Figure 1. Placement density heat map.
(6 px per um) 6 x 6 tiles, from white (low) to dark blue (high), 0 to 100% covered.
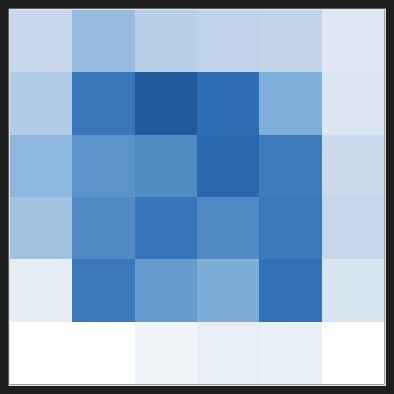
Figure 2. Signal wires by layer.
(8 px per um)
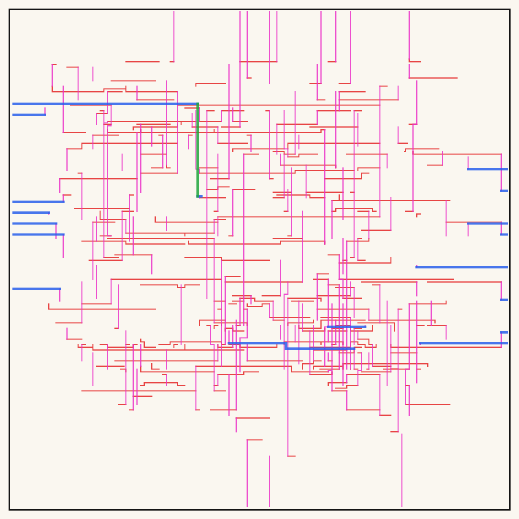
<file path="src/rtl/bcd_stopwatch_ctrl_pkg.sv">
// Shared types and constants for the two-digit BCD stopwatch controller.
// The state encoding is fixed because other tools decode it from the bus.
package stopwatch_pkg;

    typedef enum logic [2:0] {
        ST_IDLE     = 3'd0,
        ST_RUN      = 3'd1,
        ST_PAUSE    = 3'd2,
        ST_CLEARING = 3'd3,
        ST_DONE     = 3'd4
    } state_e;

    localparam logic [7:0] BCD_MAX_DEFAULT = 8'h99;

endpackage

</file>
<file path="src/rtl/bcd_stopwatch_ctrl_if.sv">
// Command, chain-feedback and display signals between the buttons, the controller and the counter chain.
// The master side issues commands and returns the chain value; the slave side is the controller.
interface bcd_stopwatch_ctrl_if;
    logic       START;
    logic       STOP;
    logic       ZERO;
    logic       LAP;
    logic [7:0] Q;
    logic       CNT_CE;
    logic       CNT_CLR;
    logic [7:0] DISP;
    logic       RUN;
    logic       HOLD;
    logic       OVF;

    modport master (
        output START, STOP, ZERO, LAP, Q,
        input  CNT_CE, CNT_CLR, DISP, RUN, HOLD, OVF
    );

    modport slave (
        input  START, STOP, ZERO, LAP, Q,
        output CNT_CE, CNT_CLR, DISP, RUN, HOLD, OVF
    );
endinterface

</file>
<file path="src/rtl/bcd_stopwatch_ctrl_tick_gen.sv">
// Prescaler: counts 0..DIV-1 while enabled and flags the last count of each period.
// Dropping en clears the count, so every re-enable starts a full period.
module tick_gen #(
    parameter int DIV = 10
) (
    input  logic CLK,
    input  logic CLR,
    input  logic en,
    output logic tick
);
    localparam int             PW      = $clog2(DIV);
    localparam logic [PW-1:0]  PC_LAST = PW'(DIV - 1);

    logic [PW-1:0] pc_reg;

    always_ff @(posedge CLK or posedge CLR) begin
        if (CLR) begin
            pc_reg <= '0;
        end else if (!en || pc_reg == PC_LAST) begin
            pc_reg <= '0;
        end else begin
            pc_reg <= pc_reg + PW'(1);
        end
    end

    assign tick = en && (pc_reg == PC_LAST);
endmodule

</file>
<file path="src/rtl/bcd_stopwatch_ctrl.sv">
// Stopwatch sequencer: turns button commands into count-enable ticks and clear pulses
// for a cascaded BCD chain, stops at the terminal value and keeps a lap-hold display.
module bcd_stopwatch_ctrl
    import stopwatch_pkg::*;
#(
    parameter int         DIV     = 10,
    parameter logic [7:0] BCD_MAX = BCD_MAX_DEFAULT
) (
    input  logic                 CLK,
    input  logic                 CLR,
    bcd_stopwatch_ctrl_if.slave  bus
);
    localparam logic [2:0] S_IDLE     = ST_IDLE;
    localparam logic [2:0] S_RUN      = ST_RUN;
    localparam logic [2:0] S_PAUSE    = ST_PAUSE;
    localparam logic [2:0] S_CLEARING = ST_CLEARING;
    localparam logic [2:0] S_DONE     = ST_DONE;

    logic [2:0] state_reg, state_next;
    logic       hold_reg, hold_next;
    logic       cnt_ce_next;
    logic       cnt_ce_reg, cnt_clr_reg, run_reg, ovf_reg;
    logic [7:0] lap_reg, disp_reg;
    logic       tick;

    tick_gen #(.DIV(DIV)) u_tick_gen (
        .CLK  (CLK),
        .CLR  (CLR),
        .en   (state_reg == S_RUN),
        .tick (tick)
    );

    // Each state only reacts to the highest-priority command that is meaningful there.
    always_comb begin
        state_next  = state_reg;
        hold_next   = hold_reg;
        cnt_ce_next = 1'b0;
        case (state_reg)
            S_IDLE: begin
                if (bus.ZERO)       state_next = S_CLEARING;
                else if (bus.START) state_next = S_RUN;
            end
            S_RUN: begin
                if (bus.ZERO) begin
                    state_next = S_CLEARING;
                end else if (bus.STOP) begin
                    state_next = S_PAUSE;
                end else begin
                    if (bus.LAP) hold_next = ~hold_reg;
                    if (tick) begin
                        if (bus.Q == BCD_MAX) state_next  = S_DONE;
                        else                  cnt_ce_next = 1'b1;
                    end
                end
            end
            S_PAUSE: begin
                if (bus.ZERO)       state_next = S_CLEARING;
                else if (bus.START) state_next = S_RUN;
                else if (bus.LAP)   hold_next  = ~hold_reg;
            end
            S_CLEARING: state_next = S_IDLE;
            S_DONE: begin
                if (bus.ZERO) state_next = S_CLEARING;
            end
            default: state_next = S_IDLE;
        endcase
        if (state_next == S_CLEARING) hold_next = 1'b0;
    end

    always_ff @(posedge CLK or posedge CLR) begin
        if (CLR) begin
            state_reg   <= S_IDLE;
            hold_reg    <= 1'b0;
            lap_reg     <= 8'h00;
            disp_reg    <= 8'h00;
            cnt_ce_reg  <= 1'b0;
            cnt_clr_reg <= 1'b0;
            run_reg     <= 1'b0;
            ovf_reg     <= 1'b0;
        end else begin
            state_reg   <= state_next;
            hold_reg    <= hold_next;
            if (hold_next && !hold_reg) lap_reg <= bus.Q;
            disp_reg    <= hold_reg ? lap_reg : bus.Q;
            cnt_ce_reg  <= cnt_ce_next;
            cnt_clr_reg <= (state_next == S_CLEARING);
            run_reg     <= (state_next == S_RUN);
            ovf_reg     <= (state_next == S_DONE);
        end
    end

    assign bus.CNT_CE  = cnt_ce_reg;
    assign bus.CNT_CLR = cnt_clr_reg;
    assign bus.DISP    = disp_reg;
    assign bus.RUN     = run_reg;
    assign bus.HOLD    = hold_reg;
    assign bus.OVF     = ovf_reg;
endmodule

</file>
<file path="src/flat_wrapper.sv">
// flat-port wrapper written by rule: the top's interface ports become plain ports
module bcd_stopwatch_ctrl_flat import stopwatch_pkg::*;
#(
    parameter int         DIV     = 10,
    parameter logic [7:0] BCD_MAX = BCD_MAX_DEFAULT
)
  (CLK, CLR, bus_START, bus_STOP, bus_ZERO, bus_LAP, bus_Q, bus_CNT_CE, bus_CNT_CLR, bus_DISP, bus_RUN, bus_HOLD, bus_OVF);
  bcd_stopwatch_ctrl_if bus_i ();
  input  logic CLK;
  input  logic CLR;
  input wire logic [$bits(bus_i.START)-1:0] bus_START;
  input wire logic [$bits(bus_i.STOP)-1:0] bus_STOP;
  input wire logic [$bits(bus_i.ZERO)-1:0] bus_ZERO;
  input wire logic [$bits(bus_i.LAP)-1:0] bus_LAP;
  input wire logic [$bits(bus_i.Q)-1:0] bus_Q;
  output wire logic [$bits(bus_i.CNT_CE)-1:0] bus_CNT_CE;
  output wire logic [$bits(bus_i.CNT_CLR)-1:0] bus_CNT_CLR;
  output wire logic [$bits(bus_i.DISP)-1:0] bus_DISP;
  output wire logic [$bits(bus_i.RUN)-1:0] bus_RUN;
  output wire logic [$bits(bus_i.HOLD)-1:0] bus_HOLD;
  output wire logic [$bits(bus_i.OVF)-1:0] bus_OVF;
  assign bus_i.START = bus_START;
  assign bus_i.STOP = bus_STOP;
  assign bus_i.ZERO = bus_ZERO;
  assign bus_i.LAP = bus_LAP;
  assign bus_i.Q = bus_Q;
  assign bus_CNT_CE = bus_i.CNT_CE;
  assign bus_CNT_CLR = bus_i.CNT_CLR;
  assign bus_DISP = bus_i.DISP;
  assign bus_RUN = bus_i.RUN;
  assign bus_HOLD = bus_i.HOLD;
  assign bus_OVF = bus_i.OVF;
  bcd_stopwatch_ctrl #(.DIV(DIV), .BCD_MAX(BCD_MAX)) u_core (.CLK(CLK), .CLR(CLR), .bus(bus_i));
endmodule
</file>
<file path="config.mk">
export PLATFORM = sky130hd
export DESIGN_NAME = bcd_stopwatch_ctrl_flat
export DESIGN_NICKNAME = d
export VERILOG_FILES = /design/src/rtl/bcd_stopwatch_ctrl_pkg.sv /design/src/rtl/bcd_stopwatch_ctrl_if.sv /design/src/rtl/bcd_stopwatch_ctrl_tick_gen.sv /design/src/rtl/bcd_stopwatch_ctrl.sv /design/src/flat_wrapper.sv
export SDC_FILE = /design/constraint.sdc
export NUM_CORES = 1
export LEC_CHECK = 0
export CORE_MARGIN = 4
export CORE_UTILIZATION = 40
export CTS_CLUSTER_DIAMETER = 80
export DETAILED_ROUTE_END_ITERATION = 8
export PLACE_DENSITY = 0.67
export SLEW_MARGIN = 25
export SYNTH_ARGS = -nofsm -noshare
export SYNTH_HDL_FRONTEND = slang
export SYNTH_SLANG_ARGS = --single-unit
</file>
<file path="constraint.sdc">
create_clock -name CLK -period 1.81 [get_ports CLK]
set_clock_uncertainty 0.2 [all_clocks]
set_input_delay 0.2715 -clock CLK [delete_from_list [all_inputs] [get_ports CLK]]
set_output_delay 0.2715 -clock CLK [all_outputs]
set_load 0.02 [all_outputs]
</file>
==> out/qor.rpt <==
======================================================================================================
Final nets                                                                                         145
Area added between synthesis and finish                                                          36.4%
Worst Path Buf+Inv                                                                                   1
GP Congestion                                                                                    0.813
Relative contribution of the clock network to total power                                        19.8%
Crit path max-delay family                                                                buffers and inverters
TritonCTS clock tree                                                                               yes
Mean Syn Cell Area                                                                            13.2 um2
Average wire per cell in the routed design                                                     12.9 um
Switching power share of the total                                                               29.8%
Clock root buffer                                                                         sky130_fd_sc_hd__clkbuf_4
Total global routing track utilization                                                           12.3%
Xor-xnor portion of the synthesized cell area                                                    2.22%
Cts bufs inserted                                                                                    3
Met2 Use GR                                                                                      19.3%
Period minus WS final                                                                          1740 ps
Buffers added on ports                                                                              26
Total nets after synthesis                                                                         106
Vertical die dimension                                                                         62.4 um
Post-synthesis sequential element count                                                             28
Iteration-0 DRC count of the detailed router                                                        27
Outcome                                                                                      completed
Share of the cycle needed by the critical path after routing                                     96.3%
Sequential cell fraction of total power                                                          44.9%
Register-to-Register Setup Slack                                                                100 ps
Horizontal extent of the die                                                                   62.4 um
CP max stage cell                                                                         sky130_fd_sc_hd__clkdlybuf4s50_1
Most common library cells after synthesis                                                 sky130_fd_sc_hd__dfrtp_1, sky130_fd_sc_hd__mux2_2, sky130_fd_sc_hd__nor2_1, sky130_fd_sc_hd__nand2_1, sky130_fd_sc_hd__o21ai_0
Crit-path max FO                                                                                     1
Number of pins with negative max-slew slack in the final report                                      0
FILL cells                                                                                         238
Reported combinational group power                                                              719 uW
Logic pwr share                                                                                  35.3%
Largest net degree at the start of global routing                                                   29
Int Pwr                                                                                        1430 uW
Antenna Nets Post-Route                                                                              0
Sequence of cells on the critical path                                                    clkdlybuf4s50_1
Sequential cell area in the final layout                                                       701 um2
R2r worst-path depth                                                                                 4
Pre-Place Util                                                                                   42.6%
Routed length on met1                                                                           985 um
Power spent charging and discharging nets                                                       607 uW
Busiest layer in global routing                                                                   met2
Post-synthesis sequential area ratio                                                             59.2%
Number of enable flip-flop cells                                                                     0
Class of the tightest hold or removal check                                                in -> async
Crit Reg-Reg Endpoint                                                                     u_core.lap_reg[3]
Half-perimeter wire length of the detailed placement result                                    1580 um
Overall via count from detail_route                                                                795
Number of antenna violations at the first check in global routing                                    0
Worst-Margin Slew                                                                               339 ps
Row count                                                                                           19
Number of placed instances, taps included                                                          155
Largest non-sequential cell family by area                                                multiplexers
Yosys stat cell total                                                                               90
Post-synthesis instance area                                                                  1180 um2
Fin Hold WS                                                                                    81.5 ps
Worst slack at placement                                                                       -249 ps
Setup ws final                                                                                 67.5 ps
Overall overflow remaining after global route                                                        0
Met3 GRT Util                                                                                    2.52%
Cell accounting for the most synthesized area                                             sky130_fd_sc_hd__dfrtp_1
Crit path arrival time                                                                         1270 ps
Max-cap violations                                                                                   0
Buffer depth of the longest clock path                                                               2
Power per Cell Area                                                                        1260 nW/um2
Clk power                                                                                       404 uW
Peak ir drop on the vdd network                                                               0.857 mV
Clk ins delay skew pair                                                                         330 ps
Length of routed met3 wiring                                                                    110 um
Global-route met1 utilization                                                                    16.4%
Max Freq                                                                                       574 MHz
Fraction of final layout cells with drive strength greater than 1                                27.3%
Number of global-route vias before repair                                                          857
CORE AREA                                                                                     2780 um2
Nature of the critical path endpoint                                                      primary output
Distinct cells, synth                                                                               25
Top area cells in the synthesized netlist                                                 sky130_fd_sc_hd__dfrtp_1, sky130_fd_sc_hd__mux2_2, sky130_fd_sc_hd__nor2_1, sky130_fd_sc_hd__and4bb_2, sky130_fd_sc_hd__ha_1
Quantity of hold-fixing buffers added after cts                                                      0
Final cell count without fillers                                                                   159
Critical path depth in cells                                                                         1
Final std cell area, no fill                                                                  1610 um2
Count of yosys warnings during synthesis                                                             0
Highest metal layer with signal wires                                                             met4
H-tree depth reported by CTS                                                                         1
Final design utilization                                                                         58.0%
Max power group                                                                              registers
Required time of the worst setup path                                                          1340 ps
Top-level port count                                                                                27
Post-Synth Simple-Gate Area                                                                      14.9%
Gate Area                                                                                      470 um2
Proportion of synthesized flip-flops having asynchronous set or reset                             100%
Most frequent logic cell in the layout                                                    sky130_fd_sc_hd__dfrtp_1
Diode count                                                                                          0
Total Die Area                                                                                3890 um2
Clock transition at the register clock pins on the worst setup and hold paths after CTS         150 ps
Post-detailed-routing wire length                                                              2060 um
Cell area after placement                                                                     1550 um2
Yosys top cell area share                                                                        59.2%
OpenROAD warning count                                                                              27
======================================================================================================
-- Figure 1 (at the start) --
tiles over 75% full: 8.3%
mean over tiles: 41%
fullest tile: 83%
emptiest ninth of the die: south-west
nearly empty tiles: 8.3%
densest ninth of the die: center

-- Figure 2 (at the start) --
[blue] M3 | wire length: 110 um
[red] M1 | wire length: 986 um
[magenta] M2 | wire length: 950 um
[green] M4 | wire length: 11.6 um

-- cell type report --
cell class / count / area share (%)
clock buffer: 3 / 1.40
clock inverter: 1 / 1.86
inverter: 2 / 0.465
multi-input combinational: 59 / 29.1
sequential: 28 / 43.4
tap: 31 / 2.40
timing repair buffer: 35 / 21.3
-- what timing repair did --
item                       in CTS  in global routing
buffers inserted                0                  0
setup endpoints to repair       1                  7
gates resized                   1                  7
-- worst min path at each step --
stage / to / depth (start not counted)
2_1_floorplan: u_core.bus.CNT_CE / 1
3_3_place_gp: u_core.u_tick_gen.pc_reg[0] / 1
3_5_place_dp: u_core.u_tick_gen.pc_reg[0] / 1
4_1_cts: u_core.bus.DISP[4] / 3
5_1_grt: u_core.bus.HOLD / 3
6_report: u_core.bus.DISP[4] / 3
Power is estimated from default activity; no workload was simulated.
